File: src/rtl/collision_pkg.sv
// rtl/collision_pkg.sv - shared types and default hitbox sizes for the collision array
package collision_pkg;

    typedef logic [9:0] coord_t;

    typedef enum logic [1:0] {
        IDLE   = 2'd0,
        SNAP   = 2'd1,
        SCAN   = 2'd2,
        COMMIT = 2'd3
    } state_t;

    localparam int DEF_PW = 26;
    localparam int DEF_PH = 32;
    localparam int DEF_EW = 32;
    localparam int DEF_EH = 32;

endpackage

File: src/rtl/box_overlap.sv
// rtl/box_overlap.sv - strict axis-aligned box overlap test on 11-bit sums
module box_overlap
    import collision_pkg::*;
#(
    parameter int AW = DEF_PW,
    parameter int AH = DEF_PH,
    parameter int BW = DEF_EW,
    parameter int BH = DEF_EH
) (
    input  coord_t ax,
    input  coord_t ay,
    input  coord_t bx,
    input  coord_t by,
    output logic   hit
);

    // Widen to 11 bits so coordinate + size never wraps near the 10-bit limit
    logic [10:0] ax_w, ay_w, bx_w, by_w;

    assign ax_w = {1'b0, ax};
    assign ay_w = {1'b0, ay};
    assign bx_w = {1'b0, bx};
    assign by_w = {1'b0, by};

    // Touching edges do not count as overlap
    assign hit = (ax_w < bx_w + 11'(BW)) && (bx_w < ax_w + 11'(AW)) &&
                 (ay_w < by_w + 11'(BH)) && (by_w < ay_w + 11'(AH));

endmodule

File: src/rtl/collision_array.sv
// rtl/collision_array.sv - per-frame player/enemy collision scan with sticky dead flags
module collision_array
    import collision_pkg::*;
#(
    parameter int N_PLAYER = 2,
    parameter int N_ENEMY  = 4,
    parameter int PW       = DEF_PW,
    parameter int PH       = DEF_PH,
    parameter int EW       = DEF_EW,
    parameter int EH       = DEF_EH
) (
    input  logic                    Clk,
    input  logic                    Reset,
    input  logic                    frame_Clk,
    input  logic                    clear,
    input  logic [10*N_PLAYER-1:0]  player_x,
    input  logic [10*N_PLAYER-1:0]  player_y,
    input  logic [10*N_PLAYER-1:0]  player_y_mot,
    input  logic [10*N_ENEMY-1:0]   enemy_x,
    input  logic [10*N_ENEMY-1:0]   enemy_y,
    input  logic [9:0]              process,
    output logic [N_PLAYER-1:0]     player_dead,
    output logic [N_ENEMY-1:0]      enemy_dead,
    output logic [N_ENEMY-1:0]      stomp_pulse,
    output logic                    scan_done
);

    localparam int PIW = (N_PLAYER > 1) ? $clog2(N_PLAYER) : 1;
    localparam int EIW = (N_ENEMY > 1) ? $clog2(N_ENEMY) : 1;
    localparam logic [PIW-1:0] P_LAST = PIW'(N_PLAYER - 1);
    localparam logic [EIW-1:0] E_LAST = EIW'(N_ENEMY - 1);

    state_t                   state_q, state_d;
    logic [2:0]               sync_q, sync_d;
    logic [PIW-1:0]           p_idx_q, p_idx_d;
    logic [EIW-1:0]           e_idx_q, e_idx_d;
    logic [10*N_PLAYER-1:0]   snap_px_q, snap_px_d, snap_py_q, snap_py_d, snap_pm_q, snap_pm_d;
    logic [10*N_ENEMY-1:0]    snap_ex_q, snap_ex_d, snap_ey_q, snap_ey_d;
    logic [N_PLAYER-1:0]      snap_pdead_q, snap_pdead_d, pkill_q, pkill_d;
    logic [N_ENEMY-1:0]       snap_edead_q, snap_edead_d, ekill_q, ekill_d;
    logic [N_PLAYER-1:0]      player_dead_q, player_dead_d;
    logic [N_ENEMY-1:0]       enemy_dead_q, enemy_dead_d;
    logic [N_ENEMY-1:0]       stomp_q, stomp_d;
    logic                     done_q, done_d;

    logic                     frame_rise;
    coord_t                   cur_px, cur_py, cur_pm, cur_ex, cur_ey;
    logic                     pair_hit, pair_live, falling;
    logic [N_ENEMY-1:0]       offscreen;

    assign frame_rise = sync_q[1] & ~sync_q[2];

    assign cur_px = snap_px_q[10*p_idx_q +: 10];
    assign cur_py = snap_py_q[10*p_idx_q +: 10];
    assign cur_pm = snap_pm_q[10*p_idx_q +: 10];
    assign cur_ex = snap_ex_q[10*e_idx_q +: 10];
    assign cur_ey = snap_ey_q[10*e_idx_q +: 10];

    assign pair_live = !snap_pdead_q[p_idx_q] && !snap_edead_q[e_idx_q];
    assign falling   = !cur_pm[9] && (cur_pm != '0);

    box_overlap #(
        .AW (PW),
        .AH (PH),
        .BW (EW),
        .BH (EH)
    ) u_overlap (
        .ax  (cur_px),
        .ay  (cur_py),
        .bx  (cur_ex),
        .by  (cur_ey),
        .hit (pair_hit)
    );

    // Enemies scrolled past the left edge of the view
    always_comb begin
        offscreen = '0;
        for (int e = 0; e < N_ENEMY; e++) begin
            offscreen[e] = snap_ex_q[10*e +: 10] < process;
        end
    end

    // Next-state: frame FSM, pair walk, snapshot capture, kill accumulation, commit
    always_comb begin
        state_d       = state_q;
        sync_d        = {sync_q[1:0], frame_Clk};
        p_idx_d       = p_idx_q;
        e_idx_d       = e_idx_q;
        snap_px_d     = snap_px_q;
        snap_py_d     = snap_py_q;
        snap_pm_d     = snap_pm_q;
        snap_ex_d     = snap_ex_q;
        snap_ey_d     = snap_ey_q;
        snap_pdead_d  = snap_pdead_q;
        snap_edead_d  = snap_edead_q;
        pkill_d       = pkill_q;
        ekill_d       = ekill_q;
        player_dead_d = player_dead_q;
        enemy_dead_d  = enemy_dead_q;
        stomp_d       = '0;
        done_d        = 1'b0;

        if (clear) begin
            state_d       = IDLE;
            p_idx_d       = '0;
            e_idx_d       = '0;
            pkill_d       = '0;
            ekill_d       = '0;
            player_dead_d = '0;
            enemy_dead_d  = '0;
        end else begin
            unique case (state_q)
                IDLE: begin
                    if (frame_rise) state_d = SNAP;
                end
                SNAP: begin
                    snap_px_d    = player_x;
                    snap_py_d    = player_y;
                    snap_pm_d    = player_y_mot;
                    snap_ex_d    = enemy_x;
                    snap_ey_d    = enemy_y;
                    snap_pdead_d = player_dead_q;
                    snap_edead_d = enemy_dead_q;
                    pkill_d      = '0;
                    ekill_d      = '0;
                    p_idx_d      = '0;
                    e_idx_d      = '0;
                    state_d      = SCAN;
                end
                SCAN: begin
                    if (pair_live && pair_hit) begin
                        if (falling) ekill_d[e_idx_q] = 1'b1;
                        else         pkill_d[p_idx_q] = 1'b1;
                    end
                    if (e_idx_q == E_LAST) begin
                        e_idx_d = '0;
                        if (p_idx_q == P_LAST) begin
                            p_idx_d = '0;
                            state_d = COMMIT;
                        end else begin
                            p_idx_d = p_idx_q + 1'b1;
                        end
                    end else begin
                        e_idx_d = e_idx_q + 1'b1;
                    end
                end
                COMMIT: begin
                    player_dead_d = player_dead_q | pkill_q;
                    enemy_dead_d  = enemy_dead_q | ekill_q | offscreen;
                    stomp_d       = ekill_q & ~enemy_dead_q;
                    done_d        = 1'b1;
                    state_d       = IDLE;
                end
                default: state_d = IDLE;
            endcase
        end
    end

    // State and output registers
    always_ff @(posedge Clk or negedge Reset) begin
        if (!Reset) begin
            state_q       <= IDLE;
            sync_q        <= '0;
            p_idx_q       <= '0;
            e_idx_q       <= '0;
            snap_px_q     <= '0;
            snap_py_q     <= '0;
            snap_pm_q     <= '0;
            snap_ex_q     <= '0;
            snap_ey_q     <= '0;
            snap_pdead_q  <= '0;
            snap_edead_q  <= '0;
            pkill_q       <= '0;
            ekill_q       <= '0;
            player_dead_q <= '0;
            enemy_dead_q  <= '0;
            stomp_q       <= '0;
            done_q        <= 1'b0;
        end else begin
            state_q       <= state_d;
            sync_q        <= sync_d;
            p_idx_q       <= p_idx_d;
            e_idx_q       <= e_idx_d;
            snap_px_q     <= snap_px_d;
            snap_py_q     <= snap_py_d;
            snap_pm_q     <= snap_pm_d;
            snap_ex_q     <= snap_ex_d;
            snap_ey_q     <= snap_ey_d;
            snap_pdead_q  <= snap_pdead_d;
            snap_edead_q  <= snap_edead_d;
            pkill_q       <= pkill_d;
            ekill_q       <= ekill_d;
            player_dead_q <= player_dead_d;
            enemy_dead_q  <= enemy_dead_d;
            stomp_q       <= stomp_d;
            done_q        <= done_d;
        end
    end

    assign player_dead = player_dead_q;
    assign enemy_dead  = enemy_dead_q;
    assign stomp_pulse = stomp_q;
    assign scan_done   = done_q;

endmodule

File: config.mk
export PLATFORM = sky130hd
export DESIGN_NAME = collision_array
export DESIGN_NICKNAME = d
export VERILOG_FILES = /design/src/rtl/collision_pkg.sv /design/src/rtl/box_overlap.sv /design/src/rtl/collision_array.sv
export SDC_FILE = /design/constraint.sdc
export NUM_CORES = 1
export LEC_CHECK = 0
export CAP_MARGIN = 25
export CORE_UTILIZATION = 54
export CTS_CLUSTER_DIAMETER = 200
export DETAILED_ROUTE_END_ITERATION = 12
export HOLD_SLACK_MARGIN = 0.08
export MAX_ROUTING_LAYER = met4
export PLACE_DENSITY = 0.89
export SETUP_SLACK_MARGIN = 0.02
export SLEW_MARGIN = 20
export SYNTH_ARGS = -nofsm -noshare
export SYNTH_HDL_FRONTEND = slang
export SYNTH_SLANG_ARGS = --single-unit
export TNS_END_PERCENT = 50
File: constraint.sdc
create_clock -name Clk -period 4.5 [get_ports Clk]
set_input_delay 0.9 -clock Clk [delete_from_list [all_inputs] [get_ports Clk]]
set_output_delay 0.9 -clock Clk [all_outputs]
set_load 0.01 [all_outputs]
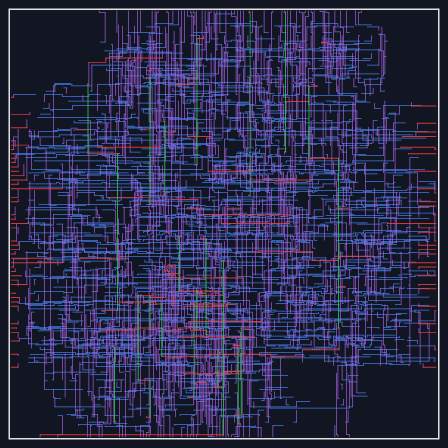
(images/layers.png)
[red] M3 | wire length: 946 um
[purple] M2 | wire length: 10300 um
[green] M4 | wire length: 641 um
[blue] M1 | wire length: 9680 um
final wirelength: 21600 um
vias post-DR: 6416

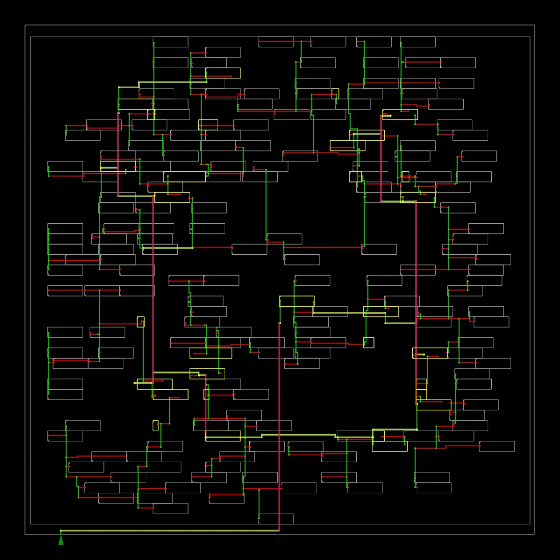
(images/clock_nets.png)
Clock buffer cells: 20
CTS buffer count: 17
sequential cells: 171
Setup Skew: 0.0119 ns
Late-Pin Clk Latency: 0.44 ns

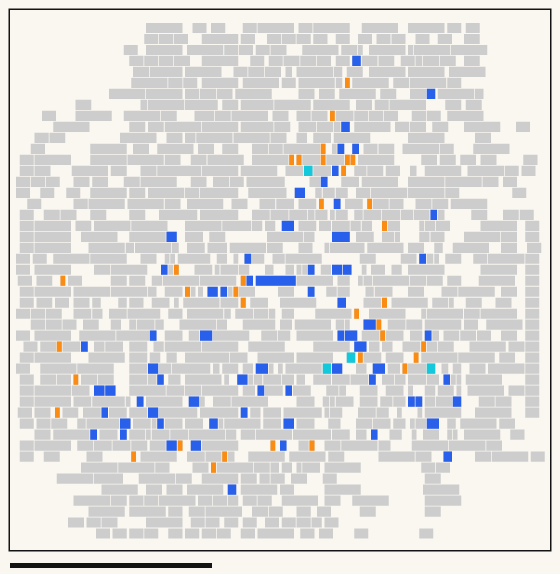
(images/gates.png)
Scale bar: 50 um.
[orange] inv cells | cells: 35
[blue] aoi and oai cells | cells: 66
[cyan] and/or cells | cells: 4
most frequent logic cell in the layout: dfrtp_1
Comb/total area: 0.408
Finished Layout Cells: 1119

==> deck_impl_summary.md <==
Key Metrics from the Run

Final timing
  • Final setup margin: 0.606 ns
  • Final setup vio count: 0
  • Setup TNS: 0 ns
  • FMAX: 257 MHz
  • Crit path time final: 3.89 ns

Critical path
  • Critical path's slowest cell: dfrtp_1
  • Launch point of the worst path: e_idx_q[0]$_DFFE_PN0P_
  • Crit path required time: 4.86 ns
  • R2r worst-path depth: 12
  • Startpoint types: flop
  • Crit path depth: 12
  • WP buf/inv: 1
  • Top cell by count, worst path: ha_1
  • Critical Path End: ekill_q[3]$_DFFE_PN0P_

Power
  • Psw: 2.70 mW
  • Leakage power: 5.14 nW
  • Int Pwr: 4.91 mW
  • Sequential share of power: 0.359
  • Comb power frac: 0.453
  • Clk. pwr: 1.42 mW
  • Flop+latch power: 2.73 mW
  • Sw Share: 0.355

Floorplanning
  • Cell Rows: 47
  • Die height: 134 um
  • Core Util at FP: 0.558

Route
  • Vias per cell: 5.73
  • Wire length on met3: 945 um

Run status
  • Status: finished, final reports clean

Final layout
  • MI comb area: 0.00482 mm2
  • Clock network area share: 0.0480
  • MI comb cells: 489
  • Sequential cell area share: 0.362
  • Count of plain and timing-repair buffers: 173
  • Number of nets in the layout: 1124
  • Final core occ: 0.705
  • Layout area overhead: 26.2%

Clock tree
  • Root Driver: clkbuf_16
  • CTS H-tree lvls: 4

Synth
  • FFs w/ async S/R, synth: 1.00
  • Cell with the most instances after synthesis: dfrtp_1
  • Post-Synth Simple-Gate Area: 0.0537
  • EDFF count, synth: 0
  • Cell area leaders: dfrtp_1, mux2_2, ha_1
  • Post-Synth Adder-Cell Area: 0.111
  • AND-OR/OR-AND share of the synthesized area: 0.0819
  • Mux share: 0.252
  • Ys flops: 171

Place
  • I/O Buffers: 164
  • Placed Cells: 1088
  • Gpl congestion: 0.831
  • DP Area: 0.0112 mm2

Job
  • Max Cap Viol: 0

Hold path
  • Hold Path End: sync_q[1]$_DFF_PN0_

GRT
  • Initial antenna violation count: 0
  • Vias in the first global route: 6750
Power figures rest on the tool's default switching activity, not on a simulated workload.
